Design fetch_queue, sky130hd; sources not shown.
==> images/power_grid.png <==
Pins as bars on the die edge. Tap cells in gray.
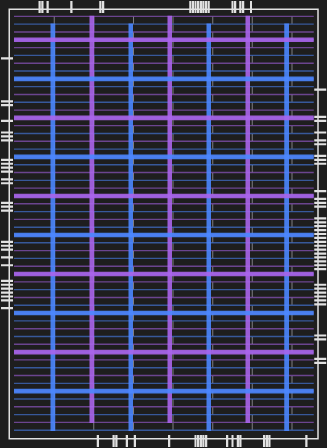
color	net
purple	VDD
blue	VSS
met1 rails	54
tap cells	192
VDD IR-drop max: 190 uV
Die Span X: 107 um
chip height: 149 um

==> images/clk_routes.png <==
Bar = 20 um.
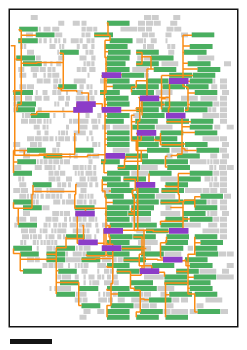
[purple] clock drivers | count: 17
[orange] clock wires | length: 1680 um
[green] flip-flops | count: 170
routed clock nets	18
Power Clock: 0.000748 W
clk latency late pin: 0.42 ns

==> images/clocks.png <==
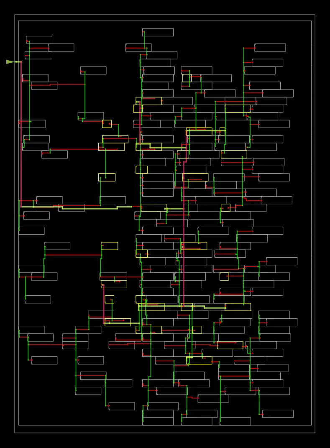
clock sink total: 170
clk_buf instances: 17
number of clock buffers inserted by TritonCTS: 17

==> flow_metrics.tcl <==
# place-and-route summary
set metrics [dict create \
    status "finished clean" \
    setup_slack_ns 3.54 \
    ioPinCount 103 \
    crit_family "buffers and inverters" \
    first_pass_iters 6 \
    avgRoutedWirePerCell_um 19.9 \
    clock-root-buffer "clkbuf_16" \
    top_power_group "registers" \
    pwr-share-seq_pct 43.2 \
    adder_share_pct 1.97 \
    fp_util_pct 52.4 \
    antenna_found_initial 0 \
    ff_type "edfxtp_1" \
    htree_levels 4 \
    yosys.stat.seqShare_pct 62.2 \
    timing.slew.headroom_pct 32.9 \
    dp_hpwl_um 11400 \
    maxCapViolations 0 \
    cts_tree "yes" \
    clk_pin_slew_ns 0.07 \
    drtIter0Drc 312 \
    drt_wl_total_um 17100 \
    endpoint_kind "primary output" \
    clkPwrFrac_pct 25.8 \
    seq-cell-share_pct 51.0 \
    comb_area_mm2 0.00273 \
    port_buffers 102 \
    dominant_cells "registers" \
    hold_depth 2 \
    setup_violations 0 \
    warning_count 29 \
    rsz0062_at_grt "no" \
    power.leakage_nw 3.36 \
    seqCellArea_mm2 0.00490 \
    p_comb_w 0.000899 \
    grt.overflow.total 0 \
    multiInputCombCellCount 337 \
    finalNetCount 701 \
]
-- cells in the mapped netlist, types with 10 or more instances --
| master | count | area, um2 |
|---|---|---|
| clkbuf_1 | 11 | 41.3 |
| nor2_1 | 38 | 143 |
| a21oi_1 | 20 | 100 |
| buf_2 | 14 | 70.1 |
| dfrtp_1 | 38 | 951 |
| o21ai_1 | 16 | 80.1 |
| inv_1 | 14 | 52.6 |
| and2_1 | 10 | 62.6 |
| ha_1 | 10 | 125 |
| edfxtp_1 | 128 | 3840 |
| mux4_2 | 27 | 608 |
| nand2_1 | 42 | 158 |
| nand3_1 | 13 | 65.1 |
| xnor2_1 | 17 | 149 |
-- per-layer routing --
metal	GRT usage [%]	vias up	wire [um]
li1	-	2342	-
met3	3.23	34	710
met4	10.1	0	536
met2	40.0	191	8880
met5	0	-	0
met1	28.1	2543	6950
Power figures rest on the tool's default switching activity, not on a simulated workload.
